Figure 1. Sizing map (run 1).
(3 px per um)
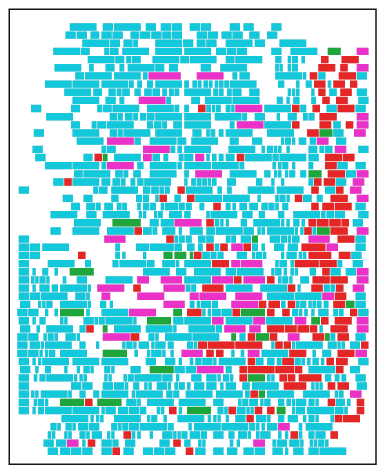
Figure 2. The metal 3 layer (run 1).
(2 px per um)
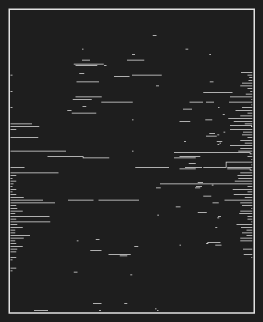
Figure 3. Congestion heat map (run 1).
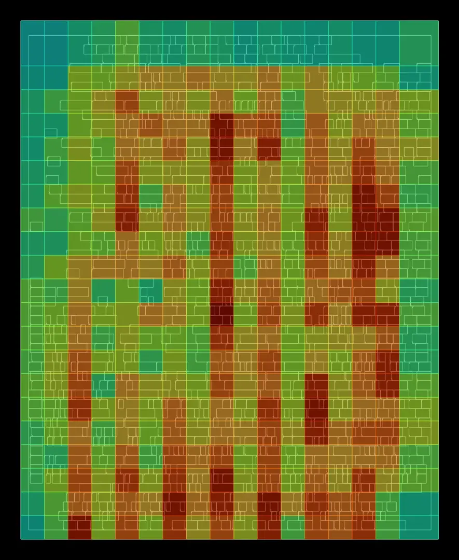
Figure 4. Signal wires on met2 (run 1).
(2 px per um) Cells faint in the background.
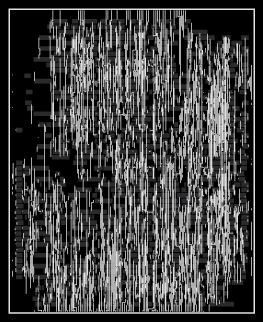
Design ram_arbiter_n, sky130hd; sources not shown.
==> metrics.json, run 1 <==
{
  "timing.final.ws_setup": {"value": -0.457, "unit": "ns"},
  "cts_htree_levels": {"value": 4},
  "yosysUniqueCellTypes": {"value": 49},
  "final-setup-viol-count": {"value": 26},
  "violations": {"value": "negative setup slack"},
  "synthesis.instances": {"value": 840},
  "largest_area_contributor_in_the_netlist": {"value": "dfrtp_1"},
  "status": {"value": "finished with violations"},
  "rsz0062_at_grt": {"value": "true"},
  "clockRootBuffer": {"value": "clkbuf_16"},
  "peakVddDrop": {"value": 466, "unit": "uV"},
  "power_leakage": {"value": 4.74, "unit": "nW"},
  "detailedRoute.firstIterationViolations": {"value": 395},
  "setup.worst_path.start_class": {"value": "flip-flop"},
  "number_of_antenna_violations_at_the_first_check_in_global_routing": {"value": 0},
  "power_sequential": {"value": 0.00362, "unit": "W"},
  "layout.cells.most_common_list": {"value": "181 x clkdlybuf4s50_1, 157 x nand2_1, 139 x dfrtp_1"},
  "fin_tns_setup": {"value": -8.86, "unit": "ns"},
  "numClockSinks": {"value": 140},
  "grt_max_degree": {"value": 60}
}
-- Figure 1 (at the start) --
- green: drive 2 (cells 29; share 2.6%)
- red: drive 3 to 4 (cells 141; share 13%)
- magenta: drive 6 and up (cells 65; share 5.8%)
- cyan: drive 1 or less (cells 882; share 79%)
number of buffers other than clock buffers in the final layout: 305
setup slack after layout: -0.457 ns
total non-filler cell area in the finished layout: 0.0116 sq mm
Layout area overhead: 55.3%

-- Figure 2 (at the start) --
- nets with wire on the layer: 154
- main direction: horizontal
- longest straight run: 45.8 um
via count: 7478
met3 usage in global routing: 0.0418
wire length reported by the detailed router: 23.8 mm

-- Figure 3 (at the start) --
per-cell routed wire length: 17.8 um
met2 GRT Util: 0.458
routing usage on met1: 0.315
Overall Global Routing Usage: 0.257
highest-utilization routing layer at the global route stage: met2

-- Figure 4 (at the start) --
- nets with wire on the layer: 1068
- wire length on this layer: 12300 um
- share of all routed wire: 52%
- main direction: vertical
- longest straight run: 52.4 um

run 1: per-layer routing:
metal,track usage,routed length (um),vias to the layer above,part of all wire
li1,-,-,3585,-
met4,0.0920,741,0,0.031
met2,0.458,12300,230,0.52
met1,0.315,9660,3617,0.41
met5,0,0,-,0
met3,0.0418,1080,46,0.045
run 1: worst max-delay path: stages, from the launching register on:
cell      delay (ns)
dfrtp_1         0.41
ha_4            0.29
o211ai_1        0.13
or3_4           0.43
or4_4           0.52
a21oi_4         0.17
buf_6           0.14
run 1: cells in the mapped netlist (3+ instances only):
| master | count |
|---|---|
| nand2_1 | 157 |
| nand4_1 | 12 |
| a21oi_1 | 55 |
| o2bb2ai_1 | 39 |
| nand2b_1 | 13 |
| and2_1 | 13 |
| inv_1 | 10 |
| or3_1 | 12 |
| o31ai_1 | 27 |
| o21a_1 | 3 |
| or4_1 | 11 |
| mux2i_1 | 6 |
| and4_1 | 4 |
| dfrtp_1 | 139 |
| xor2_1 | 5 |
| nor3_1 | 3 |
| o21ai_0 | 24 |
| nor2_1 | 77 |
| ha_1 | 10 |
| xnor2_1 | 5 |
| clkbuf_1 | 49 |
| and3_1 | 4 |
| nand3_1 | 40 |
| buf_1 | 11 |
| a31oi_1 | 64 |
| a211oi_1 | 4 |
| nor4_1 | 10 |
| nor2b_1 | 3 |
| mux4_2 | 8 |
run 1: final cells by class:
type / count / area share
timing repair buffer: 305 / 0.258
sequential: 140 / 0.303
inverter: 10 / 0.00324
clock buffer: 17 / 0.0368
multi-input combinational: 630 / 0.364
tap: 220 / 0.0238
clock inverter: 15 / 0.0118
run 1: kinds of logic after synthesis:
kind of cell	share of synthesized area
compound gates	0.202
xor+xnor	0.0148
fa+ha+maj	0.0195
buf+inv	0.0374
flops	0.470
mux	0.0338
simple gates	0.223
## Run 2: what changed since run 1
--- a/config.mk
+++ b/config.mk
@@ -7,7 +7,7 @@
 export LEC_CHECK = 0
 export CAP_MARGIN = 10
 export CORE_ASPECT_RATIO = 1.25
-export CORE_MARGIN = 2
+export CORE_MARGIN = 1
 export CORE_UTILIZATION = 43
 export CTS_BUF_LIST = sky130_fd_sc_hd__clkbuf_16
 export DETAILED_ROUTE_END_ITERATION = 10
==> constraint.sdc (replaced) <==
create_clock -name clk_in -period 2.6 [get_ports clk_in]
set_clock_uncertainty 0.15 [all_clocks]
set_input_delay 0.39 -clock clk_in [delete_from_list [all_inputs] [get_ports clk_in]]
set_output_delay 0.39 -clock clk_in [all_outputs]
set_load 0.05 [all_outputs]
Figure 5. Sizing map (run 2).
(3 px per um)
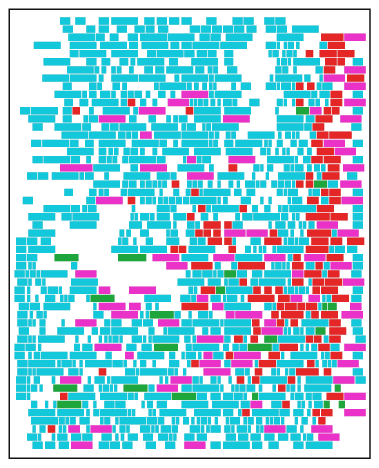
- green: drive 2 (cells 22; share 2.0%)
- magenta: drive 6 and up (cells 78; share 7.1%)
- red: drive 3 to 4 (cells 128; share 12%)
- cyan: drive 1 or less (cells 878; share 79%)
number of buffers other than clock buffers in the final layout: 294
total non-filler cell area in the finished layout: 0.0119 sq mm

Figure 6. The metal 3 layer (run 2).
(2 px per um)
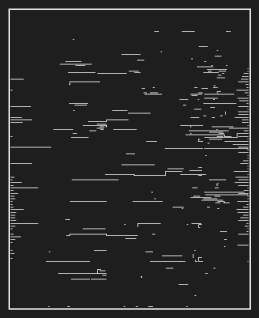
- longest straight run: 23.9 um
- wire length on this layer: 1320 um
- share of all routed wire: 5.3%
met3 usage in global routing: 0.0436
via count: 7737
wire length reported by the detailed router: 24.9 mm

==> metrics.json, run 2 <==
{
  "synthesis.instances": {"value": 840, "change": "unchanged"},
  "layout-area-overhead-vs-synth": {"value": 59.6, "unit": "%"},
  "timing.final.ws_setup": {"value": -0.513, "unit": "ns", "change": "-0.0565 ns"},
  "detailedRoute.firstIterationViolations": {"value": 673, "change": "+70%"},
  "grt_usage": {"value": 0.281, "change": "+0.0235"},
  "most_common_cell": {"value": "nand2_1"},
  "worstPathCellList": {"value": "ha_4, o211ai_1, or3_4, buf_6, or4_4, a21oi_4, buf_12"},
  "layout.cells.most_common_list": {"value": "181 x clkdlybuf4s50_1, 156 x nand2_1, 139 x dfrtp_1"},
  "report.final.hold_viol_count": {"value": 0},
  "taps": {"value": 220, "change": "unchanged"},
  "violations": {"value": "negative setup slack"},
  "num-multi-input-gates": {"value": 630, "change": "unchanged"},
  "area.share.sequential": {"value": 0.295, "change": "-0.00816"},
  "comb_share": {"value": 0.358, "change": "-0.00548"},
  "status": {"value": "finished with violations"},
  "clock_cell_area_share": {"value": 0.0487, "change": "+0.000165"},
  "yosysUniqueCellTypes": {"value": 49, "change": "unchanged"},
  "post_drt_wl_per_cell": {"value": 18.8, "unit": "um", "change": "+5.5%"},
  "layout.area.top_class": {"value": "combinational gates"},
  "power_leakage": {"value": 4.79, "unit": "nW", "change": "+1.2%"},
  "largest_area_contributor_in_the_netlist": {"value": "dfrtp_1"},
  "timing.critical_path.slowest_cell_delay": {"value": 0.43, "unit": "ns", "change": "-0.09 ns"},
  "cts_htree_levels": {"value": 4, "change": "unchanged"},
  "peakVddDrop": {"value": 696, "unit": "uV", "change": "+49%"},
  "number_of_antenna_violations_at_the_first_check_in_global_routing": {"value": 0, "change": "unchanged"},
  "yosys-top-cells-count": {"value": "157 x nand2_1, 139 x dfrtp_1, 77 x nor2_1"},
  "final-setup-viol-count": {"value": 27, "change": "+3.8%"},
  "design.seq.count": {"value": 140, "change": "unchanged"},
  "rsz0062_at_grt": {"value": "true"},
  "numClockSinks": {"value": 140, "change": "unchanged"}
}
run 2: cell counts after synthesis:
No cell type changed its count.
run 2: stage by stage:
| step | area (sq um) | power (W) | setup WS (ns) | setup TNS (ns) | cells |
|---|---|---|---|---|---|
| CTS | 11800 | 0.0169 | -0.512 | -10.42 | 1320 |
| global route | 11900 | 0.0180 | -0.567 | -11.90 | 1326 |
| global placement | 11000 | 0.0140 | -0.129 | -0.636 | 1283 |
| detailed placement | 11000 | 0.0142 | -0.204 | -1.72 | 1283 |
| finish | 11900 | 0.0172 | -0.513 | -10.24 | 1326 |
| floorplan | 7830 | 0.00966 | -0.178 | -2.25 | 840 |
run 2: layer usage:
metal	vias up	wire [um]	GRT usage	part of all wire
met2	360	12900	0.498	0.52
met1	3733	9680	0.339	0.39
met5	-	0	0	0
met3	80	1320	0.0436	0.053
li1	3564	-	-	-
met4	0	965	0.115	0.039
run 2: cells by family after synthesis:
family	after synthesis	share of synthesized area
multiplexers	15	0.0338
buffers and inverters	72	0.0374
AND/OR/NAND/NOR	362	0.223
AND-OR/OR-AND	229	0.202
XOR/XNOR	11	0.0148
flip-flops	140	0.470
adder cells (fa/ha/maj)	11	0.0195
run 2: power breakdown:
part	internal [W]	leakage (nW)	switching (W)
Sequential	0.00302	1.74	0.000644
Clock	0.00135	0.276	0.00105
Combinational	0.00483	2.77	0.00630
run 2: worst max-delay path: cells and delay by family, from the launching register on:
| kind | cells | cell delay [ns] |
|---|---|---|
| compound gates | 2 | 0.28 |
| buf+inv | 2 | 0.31 |
| flops | 1 | 0.42 |
| simple gates | 2 | 0.84 |
| fa+ha+maj | 1 | 0.30 |
run 2: what timing repair did:
action	CTS	global route
endpoints found under the hold margin	53	0
hold buffers	1	0
gates resized	28	21
pin swaps	16	21
cloned	0	3
endpoints found under the setup margin	37	37
buffers inserted	4	5
Power is estimated from default activity; no workload was simulated.
